<file path="src/rtl/countdown_timer_if.sv">
`default_nettype none
// ============================================================================
// Module   : countdown_timer_if
// Brief    : Control/status bundle for countdown_timer.
// Revision : 1.0
// ============================================================================
interface countdown_timer_if #(
    parameter int WIDTH = 4
);
    logic             ld;
    logic [WIDTH-1:0] ldvalue;
    logic             start;
    logic             en;
    logic [WIDTH-1:0] dout;
    logic             busy;
    logic             done;
    logic             zero;

    modport master (
        output ld, ldvalue, start, en,
        input  dout, busy, done, zero
    );

    modport slave (
        input  ld, ldvalue, start, en,
        output dout, busy, done, zero
    );
endinterface
`default_nettype wire

</file>
<file path="src/rtl/countdown_timer.sv">
`default_nettype none
// ============================================================================
// Module   : countdown_timer
// Brief    : Loadable down-counter with pause, done pulse and optional reload.
// Revision : 1.0
// ============================================================================
module countdown_timer #(
    parameter int WIDTH       = 4,
    parameter bit AUTO_RELOAD = 1'b0
) (
    input  wire logic         clk,
    input  wire logic         reset,
    countdown_timer_if.slave  bus
);

    typedef enum logic [1:0] {
        IDLE  = 2'd0,
        RUN   = 2'd1,
        PAUSE = 2'd2,
        DONE  = 2'd3
    } state_t;

    localparam logic [WIDTH-1:0] c_ZERO = '0;
    localparam logic [WIDTH-1:0] c_ONE  = WIDTH'(1);

    state_t           r_state;
    logic [WIDTH-1:0] r_count;
    logic [WIDTH-1:0] r_reload;
    logic             r_busy;
    logic             r_done;

    always_ff @(posedge clk or negedge reset) begin
        if (!reset) begin
            r_state  <= IDLE;
            r_count  <= c_ZERO;
            r_reload <= c_ZERO;
            r_busy   <= 1'b0;
            r_done   <= 1'b0;
        end else if (bus.ld) begin
            r_state  <= IDLE;
            r_count  <= bus.ldvalue;
            r_reload <= bus.ldvalue;
            r_busy   <= 1'b0;
            r_done   <= 1'b0;
        end else begin
            case (r_state)
                IDLE: begin
                    if (bus.start && (r_count != c_ZERO)) begin
                        r_state <= RUN;
                        r_busy  <= 1'b1;
                    end
                end
                RUN: begin
                    if (!bus.en) begin
                        r_state <= PAUSE;
                    end else if (r_count <= c_ONE) begin
                        // Saturate at zero so the count can never wrap to all-ones
                        r_count <= c_ZERO;
                        r_state <= DONE;
                        r_busy  <= 1'b0;
                        r_done  <= 1'b1;
                    end else begin
                        r_count <= r_count - c_ONE;
                    end
                end
                PAUSE: begin
                    if (bus.en) begin
                        r_state <= RUN;
                    end
                end
                DONE: begin
                    r_done <= 1'b0;
                    if (AUTO_RELOAD && (r_reload != c_ZERO)) begin
                        r_count <= r_reload;
                        r_state <= RUN;
                        r_busy  <= 1'b1;
                    end else begin
                        r_state <= IDLE;
                    end
                end
                default: begin
                    r_state <= IDLE;
                    r_busy  <= 1'b0;
                    r_done  <= 1'b0;
                end
            endcase
        end
    end

    assign bus.dout = r_count;
    assign bus.busy = r_busy;
    assign bus.done = r_done;
    assign bus.zero = (r_count == c_ZERO);

endmodule
`default_nettype wire

</file>
<file path="src/flat_wrapper.sv">
// flat-port wrapper written by rule: the top's interface ports become plain ports
module countdown_timer_flat 
#(
    parameter int WIDTH       = 4,
    parameter bit AUTO_RELOAD = 1'b0
)
  (clk, reset, bus_ld, bus_ldvalue, bus_start, bus_en, bus_dout, bus_busy, bus_done, bus_zero);
  countdown_timer_if #(.WIDTH(WIDTH)) bus_i ();
  input  wire logic clk;
  input  wire logic reset;
  input wire logic [$bits(bus_i.ld)-1:0] bus_ld;
  input wire logic [$bits(bus_i.ldvalue)-1:0] bus_ldvalue;
  input wire logic [$bits(bus_i.start)-1:0] bus_start;
  input wire logic [$bits(bus_i.en)-1:0] bus_en;
  output wire logic [$bits(bus_i.dout)-1:0] bus_dout;
  output wire logic [$bits(bus_i.busy)-1:0] bus_busy;
  output wire logic [$bits(bus_i.done)-1:0] bus_done;
  output wire logic [$bits(bus_i.zero)-1:0] bus_zero;
  assign bus_i.ld = bus_ld;
  assign bus_i.ldvalue = bus_ldvalue;
  assign bus_i.start = bus_start;
  assign bus_i.en = bus_en;
  assign bus_dout = bus_i.dout;
  assign bus_busy = bus_i.busy;
  assign bus_done = bus_i.done;
  assign bus_zero = bus_i.zero;
  countdown_timer #(.WIDTH(WIDTH), .AUTO_RELOAD(AUTO_RELOAD)) u_core (.clk(clk), .reset(reset), .bus(bus_i));
endmodule
</file>
<file path="config.mk">
export PLATFORM = sky130hd
export DESIGN_NAME = countdown_timer_flat
export DESIGN_NICKNAME = d
export VERILOG_FILES = /design/src/rtl/countdown_timer_if.sv /design/src/rtl/countdown_timer.sv /design/src/flat_wrapper.sv
export SDC_FILE = /design/constraint.sdc
export NUM_CORES = 1
export LEC_CHECK = 0
export CAP_MARGIN = 20
export CORE_AREA = 5 5 42 44
export CTS_BUF_LIST = sky130_fd_sc_hd__clkbuf_16
export CTS_CLUSTER_SIZE = 16
export DETAILED_ROUTE_END_ITERATION = 16
export DIE_AREA = 0 0 47 49
export PLACE_DENSITY = 0.68
export SKIP_CTS_REPAIR_TIMING = 1
export SYNTH_ARGS = -nofsm -noshare
export SYNTH_HDL_FRONTEND = slang
export SYNTH_SLANG_ARGS = --single-unit
</file>
<file path="constraint.sdc">
create_clock -name clk -period 2.5 [get_ports clk]
set_clock_uncertainty 0.1 [all_clocks]
set_input_delay 0.25 -clock clk [delete_from_list [all_inputs] [get_ports clk]]
set_output_delay 0.25 -clock clk [all_outputs]
set_load 0.01 [all_outputs]
</file>
==> qor.log <==
INFO  clock_network  clock-sinks=8
INFO  setup_path     start_kind=flop
INFO  finish         final_layout_size_suffix_gt1_share=10.8%
INFO  logic_synthesis synth-seq-cells=8
INFO  setup_path     critical_path_depth=4
INFO  grt            global_route.usage.total=9.88%
INFO  logic_synthesis top_cell=sky130_fd_sc_hd__dfrtp_1
INFO  finish         num-nets-final=79
INFO  grt            global_route.usage.met3=3.32%
INFO  floorplan      floorplan.core_util=35.0%
INFO  power_and_ir_drop clk-power=0.260mW
INFO  final_timing   final_hold_viol_count=0
INFO  setup_path     arrival=1620ps
INFO  final_timing   max-slew-margin-rel=71.6%
INFO  floorplan      die-height=49um
INFO  logic_synthesis synth_nets=61
INFO  final_timing   whs=197ps
INFO  final_timing   rsz_0062_raised_after_global_routing=no
INFO  route          drt-vias-per-instance=5.20
INFO  floorplan      die_area=2300um^2
INFO  floorplan      floorplan.tapcells=16
INFO  finish         n_all_buffers=15
INFO  placed_design  dpl.cell_count=78
INFO  floorplan      num_io_pins=16
INFO  logic_synthesis synth.cells.most_frequent=sky130_fd_sc_hd__dfrtp_1, sky130_fd_sc_hd__nand2_1, sky130_fd_sc_hd__inv_1
INFO  finish         fill_cells=137
INFO  finish         seq_cells=8
INFO  final_timing   postLayoutSetupSlackWorst=527ps
INFO  finish         logic_area=255um^2
INFO  route          total_iterations_of_the_first_detailed_routing_run=3
INFO  final_timing   finalSetupViolations=0
INFO  logic_synthesis synth.cellmix.xorXnorShare=0%
INFO  grt            grt_most_used_layer=met2
INFO  logic_synthesis synthesis.area_per_instance=10.0um^2
INFO  clock_network  cts_buffer_depth=2
INFO  clock_network  tritoncts.num_buffers=3
INFO  logic_synthesis synth_compound_gate_area_share=23.0%
INFO  final_timing   setup_tns=0ps
INFO  logic_synthesis synth.mux.area_fraction=4.34%
INFO  finish         largest_class=logic gates
INFO  logic_synthesis synthDistinctLibCells=25
INFO  final_timing   maxSlewViolCount=0
INFO  route          top_layer_used_by_detailed_routing=met4
INFO  setup_path     critical_path_required=2150ps
INFO  route          wl_met1=453um
INFO  setup_path     worstSetupStartpoint=u_core.bus.dout[0]
INFO  finish         num-clock-buffers=3
INFO  setup_path     timing.critical_path.max_delay_family=buffers and inverters
INFO  logic_synthesis synth.largest_area_cell=sky130_fd_sc_hd__dfrtp_1
INFO  power_and_ir_drop finalPower=0.520mW
INFO  grt            global_route_track_usage_on_met2=13.1%
INFO  logic_synthesis main_area_contributors_after_synthesis=sky130_fd_sc_hd__dfrtp_1, sky130_fd_sc_hd__ha_1, sky130_fd_sc_hd__nand2_1, sky130_fd_sc_hd__nor3_1, sky130_fd_sc_hd__a211oi_1
INFO  finish         comb.multi_input.count=35
INFO  setup_path     terminus_of_the_critical_flop_to_flop_path=u_core.bus.busy
INFO  clock_network  cts_root_buffer=sky130_fd_sc_hd__clkbuf_16
INFO  clock_network  tritoncts=done
INFO  power_and_ir_drop maxPowerGroup=clock
INFO  setup_path     critical_path.max_stage_delay=560ps
INFO  clock_network  path_clk_slew=30ps
INFO  grt            grt_max_degree=14
INFO  route          routed-wl-met3=38um
INFO  power_and_ir_drop power_frac_clock=50.0%
INFO  floorplan      die_width=47um
INFO  power_and_ir_drop int_power=0.404mW
INFO  placed_design  hpwlAfterDp=790um
INFO  grt            grt_antenna_before_repair=0
INFO  setup_path     worst_path_cell_with_the_longest_stage_delay=sky130_fd_sc_hd__clkdlybuf4s50_1
INFO  finish         syn2layout_area_growth=45.9%
INFO  logic_synthesis synth-adder-area-share=7.65%
INFO  setup_path     timing_worst_setup_path_type=reg2out
INFO  status         outcome=completed
INFO  clock_network  h-tree-depth=1
INFO  finish         area.share.combinational=35.7%
INFO  finish         largest_register_ff_count=4
INFO  placed_design  place.gp.congestion=0.751
INFO  power_and_ir_drop power.share.switching=22.2%
INFO  setup_path     cp.buffers_inverters=2
INFO  setup_path     worst-path-max-fanout=4
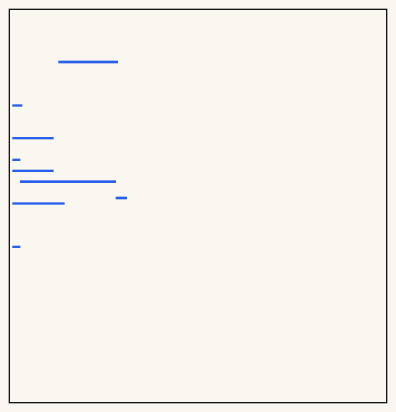
Fig. 1. M3 wires.
Drawn at 8 px/um.
The layer carries 38.2 um of wire. The wires run mostly horizontal.

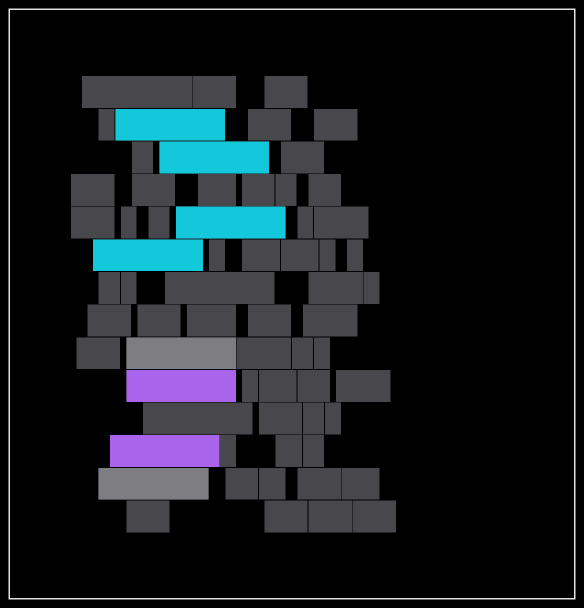
Fig. 2. Sequential cells grouped by signal name.
Drawn at 12 px/um. Other sequential cells in the stronger grey, the rest of the logic in the fainter grey.
Key: u_core.r_state = purple [placed flops 2]; u_core.bus.dout = cyan [placed flops 4]
Another 2 sequential cells are not coloured.
Layout Utilization: 51.1%
Flop area: 200 um^2
flip-flop and latch share of the layout cell area: 28.0%
Sequential Power: 0.159 mW

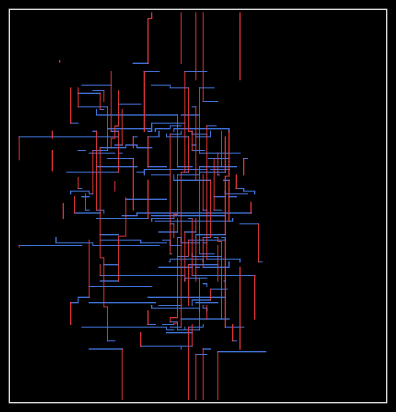
Fig. 3. Routed metal, one colour a layer.
Drawn at 8 px/um. Two of the layers only.
Key: M2 = red [wire length 499 um]; M1 = blue [wire length 453 um]
total vias in the final route: 421
wire length per cell after detailed routing: 12.5 um

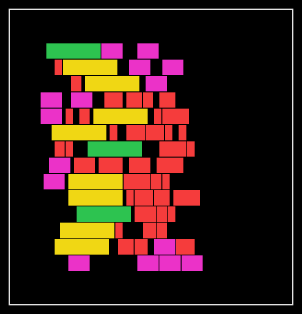
Fig. 4. Cells coloured by class.
Drawn at 6 px/um.
Key: remaining buffers and delay cells = magenta [cells 15, share of their area 22%]; remaining logic cells = red [cells 39, share of their area 39%]; clock-net drivers = green [cells 3, share of their area 11%]; registers = yellow [cells 8, share of their area 29%]
Design Area, Final: 716 um^2
Core Area: 1400 um^2
standard-cell rows: 14

No activity file was given, so power comes from the tool's default toggle rates.
